===== src/rtl/z16_pkg.sv =====
// Shared constants and ALU operation codes for the Z16 core.
package z16_pkg;

  localparam int DATA_W     = 16;
  localparam int REG_AW     = 4;
  localparam int ALU_CTRL_W = 4;

  typedef enum logic [ALU_CTRL_W-1:0] {
    ALU_ADD = 4'd0,
    ALU_SUB = 4'd1,
    ALU_MUL = 4'd2,
    ALU_DIV = 4'd3,
    ALU_OR  = 4'd4,
    ALU_AND = 4'd5,
    ALU_XOR = 4'd6,
    ALU_SHL = 4'd7,
    ALU_SHR = 4'd8
  } alu_ctrl_e;

endpackage


===== src/rtl/z16_operand_fetch_if.sv =====
// Issue, ALU and debug signals between the decoder/ALU side (master) and the operand-fetch stage (slave).
interface z16_operand_fetch_if #(
  parameter int DATA_W = z16_pkg::DATA_W,
  parameter int REG_AW = z16_pkg::REG_AW
);

  logic                          i_valid;
  logic                          o_ready;
  logic                          i_hold;
  logic [z16_pkg::ALU_CTRL_W-1:0] i_ctrl;
  logic [REG_AW-1:0]             i_rd;
  logic [REG_AW-1:0]             i_rs1;
  logic [REG_AW-1:0]             i_rs2;
  logic [DATA_W-1:0]             i_imm;
  logic                          i_use_imm;
  logic [DATA_W-1:0]             o_alu_a;
  logic [DATA_W-1:0]             o_alu_b;
  logic [z16_pkg::ALU_CTRL_W-1:0] o_alu_ctrl;
  logic                          o_alu_valid;
  logic [DATA_W-1:0]             i_alu_result;
  logic [REG_AW-1:0]             i_dbg_addr;
  logic [DATA_W-1:0]             o_dbg_data;
  logic [15:0]                   o_retired;

  modport master (
    output i_valid, i_hold, i_ctrl, i_rd, i_rs1, i_rs2, i_imm, i_use_imm,
    output i_alu_result, i_dbg_addr,
    input  o_ready, o_alu_a, o_alu_b, o_alu_ctrl, o_alu_valid, o_dbg_data, o_retired
  );

  modport slave (
    input  i_valid, i_hold, i_ctrl, i_rd, i_rs1, i_rs2, i_imm, i_use_imm,
    input  i_alu_result, i_dbg_addr,
    output o_ready, o_alu_a, o_alu_b, o_alu_ctrl, o_alu_valid, o_dbg_data, o_retired
  );

endinterface


===== src/rtl/z16_regfile.sv =====
// General register file: two combinational read ports, a debug read port and one write port.
module z16_regfile #(
  parameter int DATA_W = z16_pkg::DATA_W,
  parameter int REG_N  = 16,
  parameter int REG_AW = $clog2(REG_N)
) (
  input  logic              i_clk,
  input  logic              i_rst_n,
  input  logic              i_wr_en,
  input  logic [REG_AW-1:0] i_wr_addr,
  input  logic [DATA_W-1:0] i_wr_data,
  input  logic [REG_AW-1:0] i_rd0_addr,
  output logic [DATA_W-1:0] o_rd0_data,
  input  logic [REG_AW-1:0] i_rd1_addr,
  output logic [DATA_W-1:0] o_rd1_data,
  input  logic [REG_AW-1:0] i_dbg_addr,
  output logic [DATA_W-1:0] o_dbg_data
);

  // Flops rather than block RAM: every register must clear on reset.
  logic [DATA_W-1:0] regs_reg [REG_N];

  always_ff @(posedge i_clk or negedge i_rst_n) begin
    if (!i_rst_n) begin
      for (int i = 0; i < REG_N; i++) regs_reg[i] <= '0;
    end else if (i_wr_en) begin
      regs_reg[i_wr_addr] <= i_wr_data;
    end
  end

  assign o_rd0_data = regs_reg[i_rd0_addr];
  assign o_rd1_data = regs_reg[i_rd1_addr];
  assign o_dbg_data = regs_reg[i_dbg_addr];

endmodule


===== src/rtl/z16_operand_fetch.sv =====
// Z16 operand-fetch / write-back stage: reads sources, registers them toward the ALU
// and writes the ALU result back one cycle later, with a result bypass for dependencies.
module z16_operand_fetch #(
  parameter int DATA_W = z16_pkg::DATA_W,
  parameter int REG_N  = 16
) (
  input logic                i_clk,
  input logic                i_rst_n,
  z16_operand_fetch_if.slave bus
);

  localparam int REG_AW = $clog2(REG_N);
  localparam int CW     = z16_pkg::ALU_CTRL_W;

  logic              accept;
  logic              wb_en;
  logic              byp_rs1;
  logic              byp_rs2;
  logic [DATA_W-1:0] rs1_data;
  logic [DATA_W-1:0] rs2_data;
  logic [DATA_W-1:0] opnd_a_next;
  logic [DATA_W-1:0] opnd_b_next;

  logic [DATA_W-1:0] ex_a_reg;
  logic [DATA_W-1:0] ex_b_reg;
  logic [CW-1:0]     ex_ctrl_reg;
  logic [REG_AW-1:0] ex_rd_reg;
  logic              ex_valid_reg;
  logic [15:0]       retired_reg;

  assign bus.o_ready = !bus.i_hold;
  assign accept      = bus.i_valid && !bus.i_hold;
  assign wb_en       = ex_valid_reg && !bus.i_hold;

  // The result being written this edge is not yet in the array; forward it instead.
  assign byp_rs1 = wb_en && (ex_rd_reg == bus.i_rs1);
  assign byp_rs2 = wb_en && (ex_rd_reg == bus.i_rs2);

  z16_regfile #(
    .DATA_W (DATA_W),
    .REG_N  (REG_N),
    .REG_AW (REG_AW)
  ) u_regfile (
    .i_clk      (i_clk),
    .i_rst_n    (i_rst_n),
    .i_wr_en    (wb_en),
    .i_wr_addr  (ex_rd_reg),
    .i_wr_data  (bus.i_alu_result),
    .i_rd0_addr (bus.i_rs1),
    .o_rd0_data (rs1_data),
    .i_rd1_addr (bus.i_rs2),
    .o_rd1_data (rs2_data),
    .i_dbg_addr (bus.i_dbg_addr),
    .o_dbg_data (bus.o_dbg_data)
  );

  always_comb begin
    opnd_b_next = byp_rs1 ? bus.i_alu_result : rs1_data;
    opnd_a_next = rs2_data;
    if (bus.i_use_imm) begin
      opnd_a_next = bus.i_imm;
    end else if (byp_rs2) begin
      opnd_a_next = bus.i_alu_result;
    end
  end

  always_ff @(posedge i_clk or negedge i_rst_n) begin
    if (!i_rst_n) begin
      ex_a_reg     <= '0;
      ex_b_reg     <= '0;
      ex_ctrl_reg  <= '0;
      ex_rd_reg    <= '0;
      ex_valid_reg <= 1'b0;
    end else if (!bus.i_hold) begin
      ex_valid_reg <= accept;
      if (accept) begin
        ex_a_reg    <= opnd_a_next;
        ex_b_reg    <= opnd_b_next;
        ex_ctrl_reg <= bus.i_ctrl;
        ex_rd_reg   <= bus.i_rd;
      end
    end
  end

  always_ff @(posedge i_clk or negedge i_rst_n) begin
    if (!i_rst_n) begin
      retired_reg <= '0;
    end else if (wb_en) begin
      retired_reg <= retired_reg + 16'd1;
    end
  end

  assign bus.o_alu_a     = ex_a_reg;
  assign bus.o_alu_b     = ex_b_reg;
  assign bus.o_alu_ctrl  = ex_ctrl_reg;
  assign bus.o_alu_valid = ex_valid_reg;
  assign bus.o_retired   = retired_reg;

endmodule


===== src/flat_wrapper.sv =====
// flat-port wrapper written by rule: the top's interface ports become plain ports
module z16_operand_fetch_flat 
#(
  parameter int DATA_W = z16_pkg::DATA_W,
  parameter int REG_N  = 16
)
  (i_clk, i_rst_n, bus_i_valid, bus_i_hold, bus_i_ctrl, bus_i_rd, bus_i_rs1, bus_i_rs2, bus_i_imm, bus_i_use_imm, bus_i_alu_result, bus_i_dbg_addr, bus_o_ready, bus_o_alu_a, bus_o_alu_b, bus_o_alu_ctrl, bus_o_alu_valid, bus_o_dbg_data, bus_o_retired);
  z16_operand_fetch_if #(.DATA_W(DATA_W)) bus_i ();
  input logic i_clk;
  input logic i_rst_n;
  input wire logic [$bits(bus_i.i_valid)-1:0] bus_i_valid;
  input wire logic [$bits(bus_i.i_hold)-1:0] bus_i_hold;
  input wire logic [$bits(bus_i.i_ctrl)-1:0] bus_i_ctrl;
  input wire logic [$bits(bus_i.i_rd)-1:0] bus_i_rd;
  input wire logic [$bits(bus_i.i_rs1)-1:0] bus_i_rs1;
  input wire logic [$bits(bus_i.i_rs2)-1:0] bus_i_rs2;
  input wire logic [$bits(bus_i.i_imm)-1:0] bus_i_imm;
  input wire logic [$bits(bus_i.i_use_imm)-1:0] bus_i_use_imm;
  input wire logic [$bits(bus_i.i_alu_result)-1:0] bus_i_alu_result;
  input wire logic [$bits(bus_i.i_dbg_addr)-1:0] bus_i_dbg_addr;
  output wire logic [$bits(bus_i.o_ready)-1:0] bus_o_ready;
  output wire logic [$bits(bus_i.o_alu_a)-1:0] bus_o_alu_a;
  output wire logic [$bits(bus_i.o_alu_b)-1:0] bus_o_alu_b;
  output wire logic [$bits(bus_i.o_alu_ctrl)-1:0] bus_o_alu_ctrl;
  output wire logic [$bits(bus_i.o_alu_valid)-1:0] bus_o_alu_valid;
  output wire logic [$bits(bus_i.o_dbg_data)-1:0] bus_o_dbg_data;
  output wire logic [$bits(bus_i.o_retired)-1:0] bus_o_retired;
  assign bus_i.i_valid = bus_i_valid;
  assign bus_i.i_hold = bus_i_hold;
  assign bus_i.i_ctrl = bus_i_ctrl;
  assign bus_i.i_rd = bus_i_rd;
  assign bus_i.i_rs1 = bus_i_rs1;
  assign bus_i.i_rs2 = bus_i_rs2;
  assign bus_i.i_imm = bus_i_imm;
  assign bus_i.i_use_imm = bus_i_use_imm;
  assign bus_i.i_alu_result = bus_i_alu_result;
  assign bus_i.i_dbg_addr = bus_i_dbg_addr;
  assign bus_o_ready = bus_i.o_ready;
  assign bus_o_alu_a = bus_i.o_alu_a;
  assign bus_o_alu_b = bus_i.o_alu_b;
  assign bus_o_alu_ctrl = bus_i.o_alu_ctrl;
  assign bus_o_alu_valid = bus_i.o_alu_valid;
  assign bus_o_dbg_data = bus_i.o_dbg_data;
  assign bus_o_retired = bus_i.o_retired;
  z16_operand_fetch #(.DATA_W(DATA_W), .REG_N(REG_N)) u_core (.i_clk(i_clk), .i_rst_n(i_rst_n), .bus(bus_i));
endmodule

===== config.mk =====
export PLATFORM = sky130hd
export DESIGN_NAME = z16_operand_fetch_flat
export DESIGN_NICKNAME = d
export VERILOG_FILES = /design/src/rtl/z16_pkg.sv /design/src/rtl/z16_operand_fetch_if.sv /design/src/rtl/z16_regfile.sv /design/src/rtl/z16_operand_fetch.sv /design/src/flat_wrapper.sv
export SDC_FILE = /design/constraint.sdc
export NUM_CORES = 1
export LEC_CHECK = 0
export CORE_UTILIZATION = 45
export CTS_CLUSTER_DIAMETER = 150
export DETAILED_ROUTE_END_ITERATION = 10
export PLACE_DENSITY = 0.64
export SYNTH_ARGS = -nofsm -noshare
export SYNTH_HDL_FRONTEND = slang
export SYNTH_SLANG_ARGS = --single-unit

===== constraint.sdc =====
create_clock -name i_clk -period 3.05 [get_ports i_clk]
set_input_delay 0.61 -clock i_clk [delete_from_list [all_inputs] [get_ports i_clk]]
set_output_delay 0.61 -clock i_clk [all_outputs]
set_load 0.02 [all_outputs]

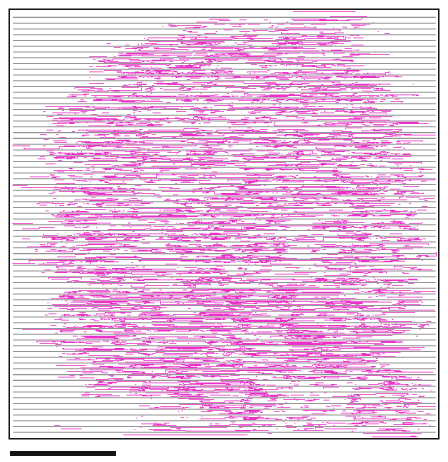
*M1 wires*
Scale bar: 50 um. Supply wires on this layer in grey.
main direction: horizontal
wire length on this layer: 22.9 mm
longest straight run: 63.0 um
met1 usage: 0.383
vias post-DR: 12000

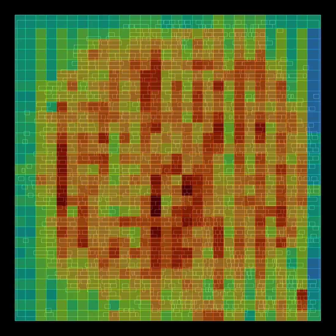
*Routing congestion map*
routing usage on met3: 0.0535
GRT Total Usage: 0.273

==> results.cfg <==
; generated from flow reports
[timing]
rsz0062_at_grt = true
setup_tns_ns = 0
setup_viol = 0
finalWorstSetupSlack_ns = 0.0389
finalHoldViolCount = 0

[logic_synthesis]
yosysWarningCount = 0
ys_seq_frac = 0.435
topCellsByArea = dfrtp_1, mux4_2, mux2_2, a22oi_1, nand2_1
top_cell_area_share = 0.435
synth_cells = 1192
synth_area_um2 = 18000
synth_area_per_cell_um2 = 15.1
yosysChipArea_um2 = 18000

[clock_network]
cts_max_level = 2
clock_sinks = 313
postCtsSetupBuffers = 0
path_clk_slew_ns = 0.05

[critical_path]
worst_ep_arrival_time_ns = 2.40
worstSetupStartpointType = input port
path_class = input port to output port
cp.required_ns = 2.44

[worst_hold_path]
hp-class = register to register

[route]
drtIter0Drc = 1056
ant_nets = 0
dr_wl_met3_um = 3800
wirelength_um = 54400
drcViolationCount = 0
wl_met2_um = 26200
first_pass_iters = 5

[cells_and_area]
regArea_um2 = 7830
drive_above_1_share = 0.477
final_cell_mix = dfrtp_1, mux2_2, mux4_2
logic_area_um2 = 9600
nets = 1378
lay_top_count = dfrtp_1
area_growth_pct = 19.5
largest_reg_flops = 256

[power_and_ir_drop]
power.leakage_nw = 9.16
p_seq_frac = 0.418
finalPower_mw = 16.5
power-top-group = sequential cells
internal_power_mw = 11.5
switching_share = 0.303

[place]
place_ws_ns = -0.221
port_buffers = 126

[global_routing]
grt_antenna_before_repair = 2
grt_max_degree = 94
grt_pass1_vias = 12300
grt_pass1_wl_um = 82200
grt_use_met2 = 0.428

[die]
rows = 72
dieArea_um2 = 40800
die_h_um = 202
io_pins = 127

[flow_run]
cap_violations = 0

[outcome]
outcome = finished, final reports clean
==> worst max-delay path, cell delays in order <==
cell and delay, ns:
buf_6 0.18, clkbuf_16 0.24, mux4_2 0.50, mux4_2 0.51, dlygate4sd2_1 0.35
==> stage by stage <==
| step | cell area, um^2 | cells |
|---|---|---|
| after floorplan | 18000 | 1192 |
| after global placement | 20200 | 1796 |
| after detailed placement | 20200 | 1796 |
| after CTS | 21400 | 1862 |
| after global routing | 21500 | 1864 |
| final | 21500 | 1865 |
==> cell families after synthesis <==
kind of cell / synth area share
fa+ha+maj: 0.000695
xor+xnor: 0.0112
compound gates: 0.0500
flops: 0.435
simple gates: 0.0432
buf+inv: 0.0333
mux: 0.427
==> path summary, 6_finish.rpt <==
kind | start | endpoint | slack [ns] | depth (start not counted)
setup / recovery | bus_i_dbg_addr[0] | bus_o_dbg_data[2] | 0.04 | 5
hold / removal | u_core.bus.o_retired[15] | u_core.bus.o_retired[15] | 0.48 | 1
setup reg to reg | u_core.ex_rd_reg[0] | u_core.bus.o_alu_a[8] | 0.97 | 5
hold reg to reg | u_core.bus.o_retired[15] | u_core.bus.o_retired[15] | 0.48 | 1
max in group asynchronous | i_rst_n | u_core.u_regfile.regs_reg[138] | 1.59 | 3
min in group asynchronous | i_rst_n | u_core.u_regfile.regs_reg[1] | 0.58 | 2
==> timing repair <==
item | 4_1_cts | 5_1_grt
hold buffers | 1 | 0
hold endpoints to repair | 43 | 0
endpoints found under the setup margin | 15 | 9
pin swaps | 0 | 0
cloned | 0 | 2
gates resized | 16 | 4
==> final cells by class <==
cell class                 count  area share
antenna                        1    0.000116
clock buffer                  50      0.0505
clock inverter                15     0.00715
inverter                       5    0.000872
multi-input combinational    760       0.446
sequential                   313       0.364
tap                          518      0.0301
timing repair buffer         203       0.101
Power and IR drop assume default switching activity.
